==> config.mk <==
export PLATFORM = sky130hd
export DESIGN_NAME = if_stage
export DESIGN_NICKNAME = d
export VERILOG_FILES = /design/src/rtl/if_stage.sv
export SDC_FILE = /design/constraint.sdc
export NUM_CORES = 1
export LEC_CHECK = 0
export ABC_AREA = 0
export CAP_MARGIN = 20
export CORE_UTILIZATION = 40
export DETAILED_ROUTE_END_ITERATION = 8
export PLACE_DENSITY = 0.77
export SYNTH_ARGS = -nofsm -noshare
export SYNTH_HDL_FRONTEND = slang
export SYNTH_SLANG_ARGS = --single-unit
==> constraint.sdc <==
create_clock -name clk -period 2.2 [get_ports clk]
set_input_delay 0.44 -clock clk [delete_from_list [all_inputs] [get_ports clk]]
set_output_delay 0.44 -clock clk [all_outputs]
set_load 0.02 [all_outputs]
==> src/rtl/if_stage.sv <==
// Instruction-fetch stage: holds the PC, runs a req/ack instruction-memory read per
// enable_IF, defers mid-fetch PC writes to the ack edge. Optional macro: IF_ALIGN_CHECK_EN.
module if_stage #(
    parameter logic [15:0] RESET_PC = 16'h0000
) (
    input  logic        clk,
    input  logic        rst_n,
    input  logic        enable_IF,
    input  logic        pc_wr,
    input  logic [1:0]  PCsrc,
    input  logic [15:0] BTarget,
    input  logic [15:0] jumpTarget,
    input  logic [15:0] retAddr,
    output logic        imem_req,
    output logic [15:0] imem_addr,
    input  logic [15:0] imem_rdata,
    input  logic        imem_ack,
    output logic [15:0] PC,
    output logic [15:0] instruction,
    output logic [15:0] nextPC,
    output logic        fetch_done,
    output logic        busy,
    output logic        misalign
);

    typedef enum logic { IDLE = 1'b0, WAIT = 1'b1 } state_t;

    state_t      state_q;
    logic [15:0] pc_q, instr_q, npc_q, addr_q, pend_q;
    logic        pend_vld_q, req_q, busy_q, done_q, mis_q;
    logic [15:0] sel, sel_w;
    logic        wr_ok, mis_set;

    always_comb begin
        sel = npc_q;
        case (PCsrc)
            2'b00: sel = npc_q;
            2'b01: sel = BTarget;
            2'b10: sel = jumpTarget;
            2'b11: sel = retAddr;
            default: sel = npc_q;
        endcase
    end

`ifdef IF_ALIGN_CHECK_EN
    // Odd targets are dropped entirely and flagged until reset.
    assign wr_ok   = pc_wr & ~sel[0];
    assign mis_set = pc_wr & sel[0];
    assign sel_w   = sel;
`else
    assign wr_ok   = pc_wr;
    assign mis_set = 1'b0;
    assign sel_w   = sel & 16'hFFFE;
`endif

    always_ff @(posedge clk or negedge rst_n) begin
        if (!rst_n) begin
            state_q    <= IDLE;
            pc_q       <= RESET_PC;
            instr_q    <= '0;
            npc_q      <= '0;
            addr_q     <= '0;
            pend_q     <= '0;
            pend_vld_q <= 1'b0;
            req_q      <= 1'b0;
            busy_q     <= 1'b0;
            done_q     <= 1'b0;
            mis_q      <= 1'b0;
        end else begin
            done_q <= 1'b0;
            if (mis_set) mis_q <= 1'b1;
            case (state_q)
                IDLE: begin
                    if (wr_ok) pc_q <= sel_w;
                    if (enable_IF) begin
                        addr_q  <= wr_ok ? sel_w : pc_q;
                        req_q   <= 1'b1;
                        busy_q  <= 1'b1;
                        state_q <= WAIT;
                    end
                end
                WAIT: begin
                    if (imem_ack) begin
                        instr_q    <= imem_rdata;
                        npc_q      <= addr_q + 16'd2;
                        req_q      <= 1'b0;
                        busy_q     <= 1'b0;
                        done_q     <= 1'b1;
                        pend_vld_q <= 1'b0;
                        state_q    <= IDLE;
                        // A write on the ack cycle itself wins over anything pending.
                        if (wr_ok)           pc_q <= sel_w;
                        else if (pend_vld_q) pc_q <= pend_q;
                    end else if (wr_ok) begin
                        pend_q     <= sel_w;
                        pend_vld_q <= 1'b1;
                    end
                end
                default: state_q <= IDLE;
            endcase
        end
    end

    assign imem_req    = req_q;
    assign imem_addr   = addr_q;
    assign PC          = pc_q;
    assign instruction = instr_q;
    assign nextPC      = npc_q;
    assign fetch_done  = done_q;
    assign busy        = busy_q;
    assign misalign    = mis_q;

endmodule

**Met4 routing**

Scale: 4 px per um. Supply wires on this layer in gray.
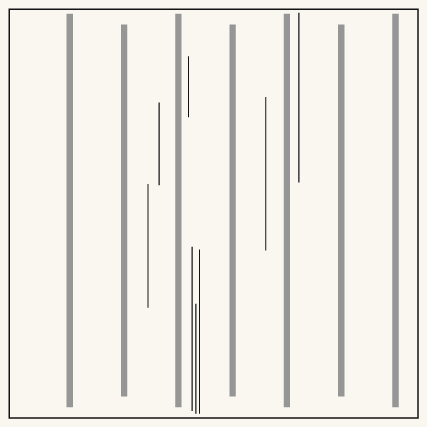
The layer holds 2.3% of the routed length. The wires run mostly vertical. The longest straight run is 42.2 um. 6 nets have wire on it.
final wirelength: 11.1 mm
DR vias: 3,278

**Gate families picked out**

Scale: 6 px per um.
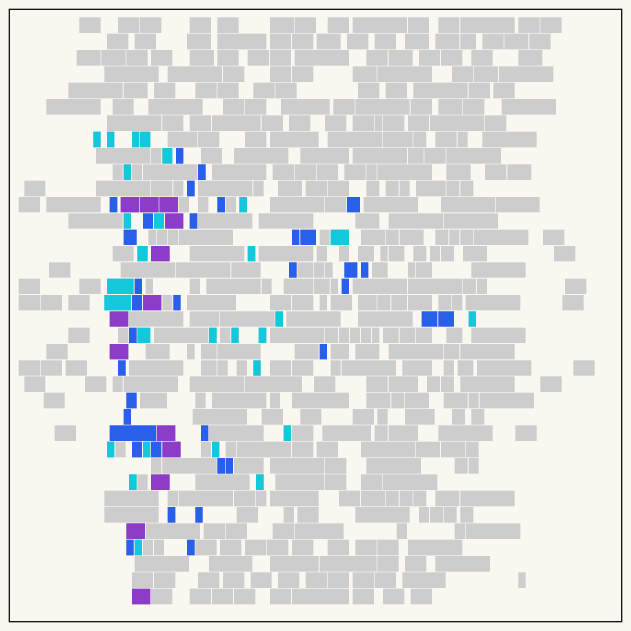
Key: NAND gates = blue [cells 35, most used nand2_1]; NOR gates = cyan [cells 28, most used nor2_1]; XOR/XNOR gates = purple [cells 13, most used xnor2_1]
Top cell excl fill/tap: clkdlybuf4s50_1
Non-Filler Instances: 612

==> CHANGELOG.md <==
## Flow update

* Status: finished, final reports clean
* Tool warnings at 29
* Period Utilization, post-route at 89.2%
* Post-Synthesis Cells at 336
* WP buf/inv at 1
* H-tree Lvls at 3
* FP Rows at 36
* Die H at 102 um
* NetSw at 2.28 mW
* Pleak at 2.34 nW
* IO buf count at 134
* Max-slew headroom at 62.0%
* Avg WL per Cell at 18.2 um
* Reg2reg start: state_q$_DFF_PN0_
* Busiest grt layer: met2
* Share of power burned in registers at 41.5%
* Post-CTS Resized at 0
* Final setup TNS at 0 ps
* Minimum clock period at 1960 ps
* Die width at 102 um
* First-pass GRT wire length at 17.7 mm
* Crit-path leading delay family: buffers and inverters
* Core ar. at 9730 um^2
* Met2 Use GR at 35.5%
* Setup crit start kind: flop
* Yosys cell count at 336
* Ports at 139
* Clock slew at reported path FFs at 80 ps
* Synth top area share at 52.1%
* Post-synthesis cell area at 3990 um^2
* Global Route met3 Usage at 3.15%
* Final Total Pwr at 6.09 mW
* Worst slew pin tran at 570 ps
* TritonCTS clock tree: done
* Min-Delay Path Class: reg2reg
* Combinational share of power at 42.0%
* HP Start: instruction[11]$_DFFE_PN0P_
* Fin nets at 546
* Post-synth top area cell: dfrtp_1
* Worst Path Max Fanout at 5
* PwrDens at 1070 nW/um^2
* CTS Buf Count at 9
* Sink Count at 83
* N_diodes at 0
* Fmax at 0.510 GHz
* Main flop type: dfrtp_1
* Mapped Nets at 408
* Worst Path Class, Setup: reg2out
* Max-cap viol count at 0
* WP data required at 1760 ps
* Crit. End Element: output port
* Tot GR Track Use at 22.6%
* Congestion Overflow GR at 0
* Crit-path slowest cell: clkdlybuf4s50_1
* Avg Inst Size Synth at 11.9 um^2
* Cells after DPL at 595
* Hpwl dp at 8.44 mm
* M1 GR Usage at 32.0%
* Synth Register Bits at 83
* Yosys chip area at 3990 um^2
* FFs w/ async S/R, synth at 100%
* Max Slew Vio Count at 0
* Hold Violations, Final at 0
* Sw Ratio at 37.4%
* Vias in the first global route at 3,310
* Max Root-Sink Buffers at 2
* Die ar. at 10,400 um^2
* Global placement routability congestion at 0.872
* Seq/Total Area, Yosys at 52.1%
* Layout cells sized above 1 at 16.7%
* Int Power at 3.81 mW
* Synth unique cells at 33
* Top cells, area: dfrtp_1, mux2_2, mux4_2, o22ai_1, a21oi_1
* Synth warn at 0
* Crit path launch: imem_addr[6]$_DFFE_PN0P_
* Worst vdd ir at 0.485 mV
* Top-count cell post-synth: dfrtp_1
**Wiring heat map**

Scale: 4 px per um. The die is cut into 20 by 20 equal tiles; white is low, dark blue is high, scaled to the fullest tile. Values are wire area over tile area, all layers added.
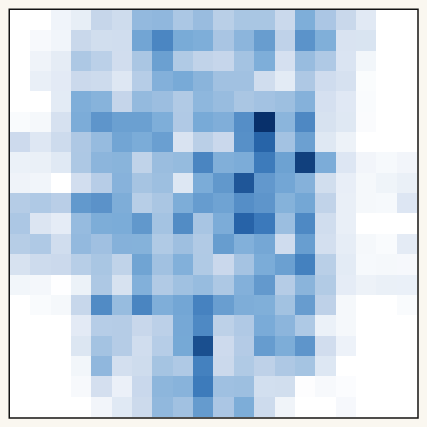
The mean over all tiles is 0.17. The emptiest ninth of the die: south-east. The fullest tile reaches 0.61. The densest ninth of the die: center. 14% of the tiles are over half the peak. 17% of the tiles are nearly empty.

**Zoomed window**

Window x 36 to 66, y 16 to 46 um. Cells in gray, sequential cells in the stronger gray; small squares are vias.
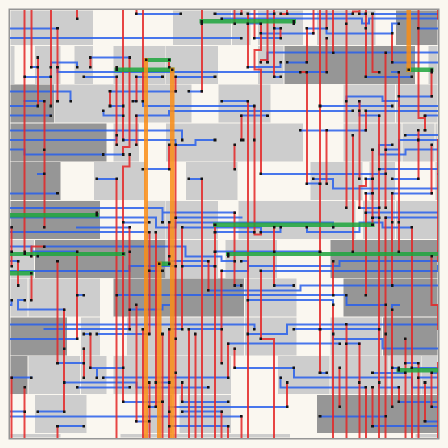
Key: met1 = blue; met3 = green; met4 = orange; met2 = red
Most frequent: clkdlybuf4s50_1 (10), dfrtp_1 (8), mux2i_1 (7). Sequential cells in the window: 8. Netlist names of flops here include imem_addr (4), pend_q (3). 54 logic cells have their middle in the window.

[per-layer routing]
metal / routed length (um) / up-vias
li1: - / 1500
met1: 4820 / 1645
met2: 5530 / 114
met3: 504 / 19
met4: 255 / 0
met5: 0 / -
[kinds of logic after synthesis]
| group | synth area share (%) |
|---|---|
| DFF | 52.1 |
| AOI/OAI and AO/OA | 11.5 |
| and+or+nand+nor | 7.69 |
| muxes | 21.2 |
| buffers and inverters | 4.24 |
| xor gates and xnor gates | 2.86 |
| adders and majority gates | 0.314 |
| other | 0.0941 |
[through the flow]
step	hold slack [ps]	setup WS, ps	instance area, um^2	util, %
5_1_grt	524	188	5720	58.8
4_1_cts	513	225	5720	58.8
3_5_place_dp	350	-30.5	5530	56.8
6_report	510	238	5720	58.8
3_3_place_gp	335	-4.84	5530	56.8
2_1_floorplan	144	611	3990	-
[area by class of cell]
type	instances	area (um^2)
fillers	820	4010
flip-flops and latches	83	2080
multi-input cells	220	1740
repair buffers	151	1520
well taps	133	166
clock buffers	12	155
inverters	9	33.8
clock inverters	4	25.0
[state kept, by name, summed over array words and instances (netlist names)]
register     count
fetch_done       1
PC              16
state_q          1
busy             1
nextPC          16
imem_addr       16
instruction     16
pend_q          15
pend_vld_q       1
[path summary, 6_finish.rpt]
kind                                          endpoint  slack (ps)  cells past startpoint
max                                       imem_addr[6]         240                      1
min                        instruction[11]$_DFFE_PN0P_         510                      1
max reg2reg                         PC[11]$_DFFE_PN0P_         380                      4
min reg2reg                instruction[11]$_DFFE_PN0P_         510                      1
max in group asynchronous        nextPC[5]$_DFFE_PN0P_        1050                      3
min in group asynchronous   instruction[9]$_DFFE_PN0P_         520                      2
[power groups by stage]
| stage | combinational, mW | sequential, mW | clock [mW] |
|---|---|---|---|
| 6_report | 2.56 | 2.53 | 1.01 |
| 5_1_grt | 2.75 | 2.60 | 1.09 |
| 4_1_cts | 2.58 | 2.52 | 1.02 |
| 3_5_place_dp | 2.57 | 2.54 | 0 |
| 3_3_place_gp | 2.49 | 2.52 | 0 |
| 2_1_floorplan | 0.950 | 2.86 | 0 |
[layout by cell type, fill, tap and decap left out, types with 2 or more instances in the layout]
| master | Yosys | layout |
|---|---|---|
| o21ai_0 | 17 | 17 |
| nor4_2 | 2 | 2 |
| nor2_1 | 20 | 20 |
| nor3_1 | 4 | 4 |
| nand3b_1 | 3 | 3 |
| xor2_1 | 2 | 2 |
| a32oi_1 | 2 | 2 |
| clkdlybuf4s50_1 | 0 | 133 |
| mux4_1 | 4 | 4 |
| clkinv_2 | 0 | 2 |
| xnor2_1 | 11 | 11 |
| mux4_2 | 11 | 11 |
| o21ai_1 | 2 | 2 |
| a21oi_1 | 31 | 31 |
| mux2i_1 | 12 | 12 |
| nand2b_1 | 2 | 2 |
| nand3_1 | 5 | 5 |
| buf_12 | 1 | 4 |
| clkinvlp_4 | 0 | 2 |
| nand2_1 | 23 | 23 |
| clkbuf_8 | 0 | 11 |
| mux2_2 | 33 | 33 |
| inv_1 | 9 | 9 |
| buf_4 | 3 | 13 |
| o22ai_1 | 28 | 28 |
| dfrtp_1 | 83 | 83 |
Power figures rest on the tool's default switching activity, not on a simulated workload.
